Design stopwatch_ctrl, sky130hd; sources not shown.
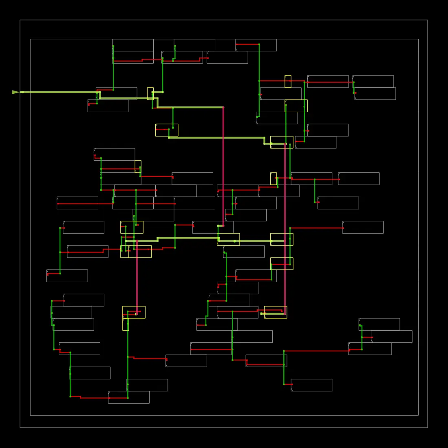
Fig. 1. Clock nets (run 1).
number of clock sinks: 57
number of clock buffers in the layout: 15
Clock net power: 0.00106 W

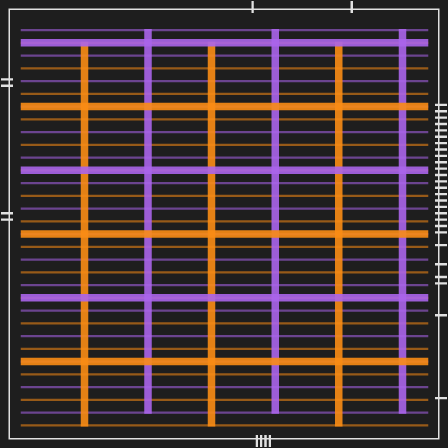
Fig. 2. Power grid (run 1).
Pins as bars on the die edge.
VSS -> orange
VDD -> purple
met5 straps = 6
met1 rails = 32
die boundary height: 91.3 um
die x size: 91.3 um
Max IR drop VDD: 0.000447 V

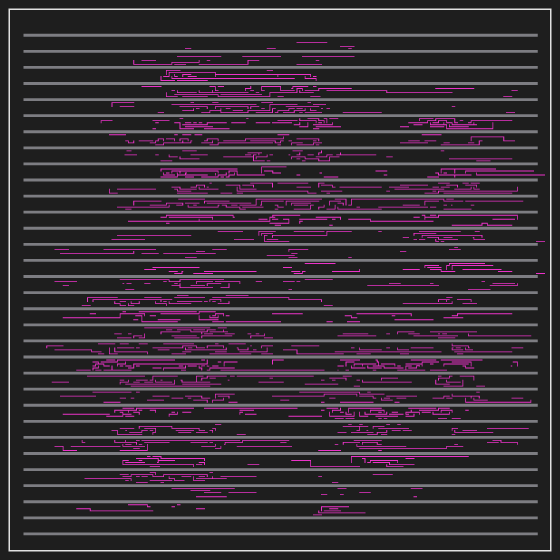
Fig. 3. Met1 routing (run 1).
Supply wires on this layer in grey.
nets with wire on the layer = 411
share of all routed wire = 47%
wire length on this layer = 2900 um
longest straight run = 23.9 um
main direction = horizontal
grt met1 use: 22.1%
number of vias after detailed routing: 2632
drt total wl: 6.12 mm

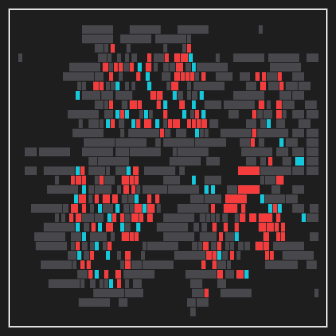
Fig. 4. Selected gate families (run 1).
nand cells -> red  # cells 135
inv cells -> cyan  # cells 52
combinational share of cell area: 37.3%
most frequent logic cell in the layout: sky130_fd_sc_hd__nand2_1

==> results.cfg, run 1 <==
; generated from flow reports
[run_status]
outcome = finished clean

[global_route]
largest_net_degree_at_the_start_of_global_routing = 25
grt_first_pass_wirelength_mm = 10.9
grtUsageMet2_pct = 24.4
use_met3_pct = 4.48

[logic_synthesis]
ys_sh_simple_pct = 33.0
post_synth_mux_share_pct = 0
synthesis.instances = 387
synth_area_leader_cell = sky130_fd_sc_hd__dfrtp_1
yosys.area_share.adder_pct = 0.821
ys.flops = 57

[critical_path]
worst-path-max-fanout = 5
critical_path_cell_count = 1
cpLargestDelayFamily = buffers and inverters
r2r.worst_path.cells = 8
timing.critical_path.arrival_ns = 1.29
end_kind = output port
data_required_time_at_the_worst_endpoint_ns = 1.38

[final_timing]
max_freq_ghz = 0.622
setup_total_negative_slack_ns = 0
finalCritPeriodShare_pct = 94.6
timing.final.max_slew_violations = 0
layout_min_cycle_time_ns = 1.61

[floorplan]
fp_core_util_pct = 41.6
row_count = 31

[layout]
fillers = 712
syn2layout_area_growth_pct = 23.4
insertedDiodeCount = 0

[routing]
antenna_left = 0
detail_route.wirelength.met1_mm = 2.90

[clock_network]
clockRootBuffer = sky130_fd_sc_hd__clkbuf_8
postCtsSetupRepairBufs = 0
clock.latency.late_pin_ns = 0.33

[power_and_ir_drop]
pg_comb_w = 0.00100
p_sw_w = 0.00110

[flow_run]
timing.max_cap.violations = 0
Fig. 5: run 1, sequential cells grouped by signal name
Other sequential cells in the stronger grey, the rest of the logic in the fainter grey.
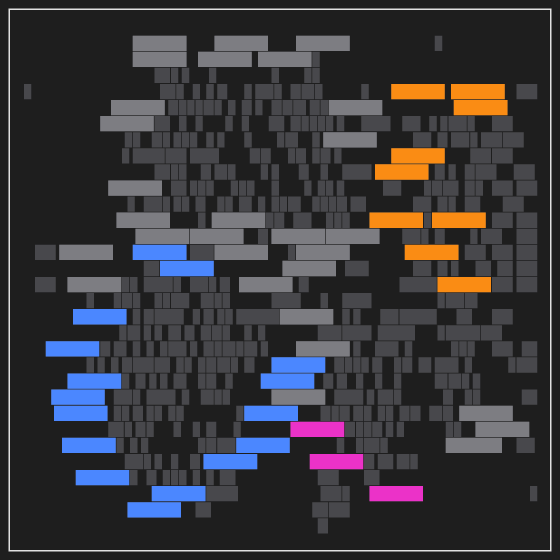

==> inputs of run 2 (changes only) <==
==> constraint.sdc (replaced) <==
create_clock -name clock -period 1.7 [get_ports clock]
set_clock_uncertainty 0.15 [all_clocks]
set_input_delay 0.255 -clock clock [delete_from_list [all_inputs] [get_ports clock]]
set_output_delay 0.255 -clock clock [all_outputs]
set_load 0.01 [all_outputs]
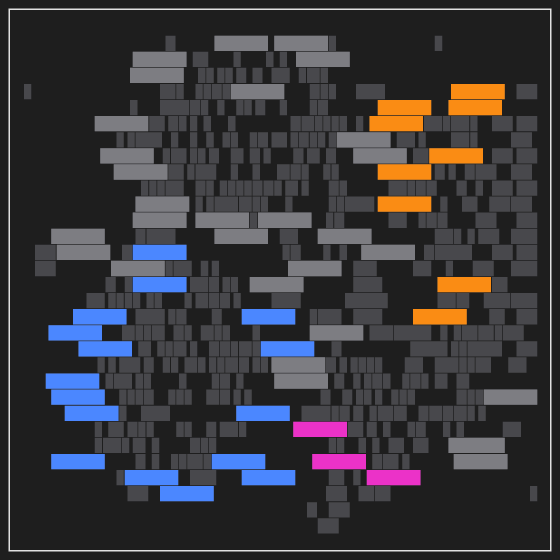
Fig. 6. Sequential cells grouped by signal name (run 2).
Other sequential cells in the stronger grey, the rest of the logic in the fainter grey.
u_db_toggle.count -> blue  # sequential cells 16
load_value -> orange  # sequential cells 9
state -> magenta  # sequential cells 3
not coloured = 29
sequential power: 0.00161 W
flop share of the area: 37.7%
end-of-flow core utilization: 51.6%
FF/Latch Area: 1430 um^2

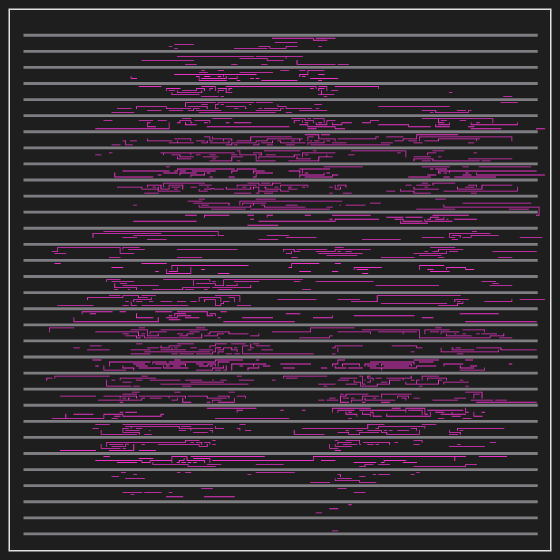
Fig. 7. Met1 routing (run 2).
Supply wires on this layer in grey.
grt met1 use: 22.3%
drt total wl: 6.26 mm
number of vias after detailed routing: 2626

==> run 2 against run 1 <==
  * Global-route usage is 0.42 points higher
  * Largest cell class unchanged
  * Critical endpoint is now running
  * Routed wire length is 2.2% higher
  * Critical path depth unchanged
==> results.cfg, run 2 <==
; generated from flow reports
[run_status]
outcome = finished clean

[global_route]
grtUsageMet2_pct = 24.9

[critical_path]
cpLargestDelayFamily = buffers and inverters
end_kind = output port
timing.critical_path.arrival_ns = 1.24

[final_timing]
setup_total_negative_slack_ns = 0
layout_min_cycle_time_ns = 1.64
timing.final.max_slew_violations = 0
max_freq_ghz = 0.610
finalCritPeriodShare_pct = 96.5

[floorplan]
fp_core_util_pct = 41.6
die_x_size_um = 91.3

[logic_synthesis]
ys_sh_simple_pct = 33.0
synthesis.instances = 387
yosys.area_share.adder_pct = 0.821

[routing]
detail_route.wirelength.met1_mm = 2.99
antenna_left = 0

[power_and_ir_drop]
p_sw_w = 0.00113
vdd_ir_drop_max_v = 0.000382

[clock_network]
clockRootBuffer = sky130_fd_sc_hd__clkbuf_8
clock.latency.late_pin_ns = 0.33

[layout]
syn2layout_area_growth_pct = 24.1
Power and IR drop assume default switching activity.
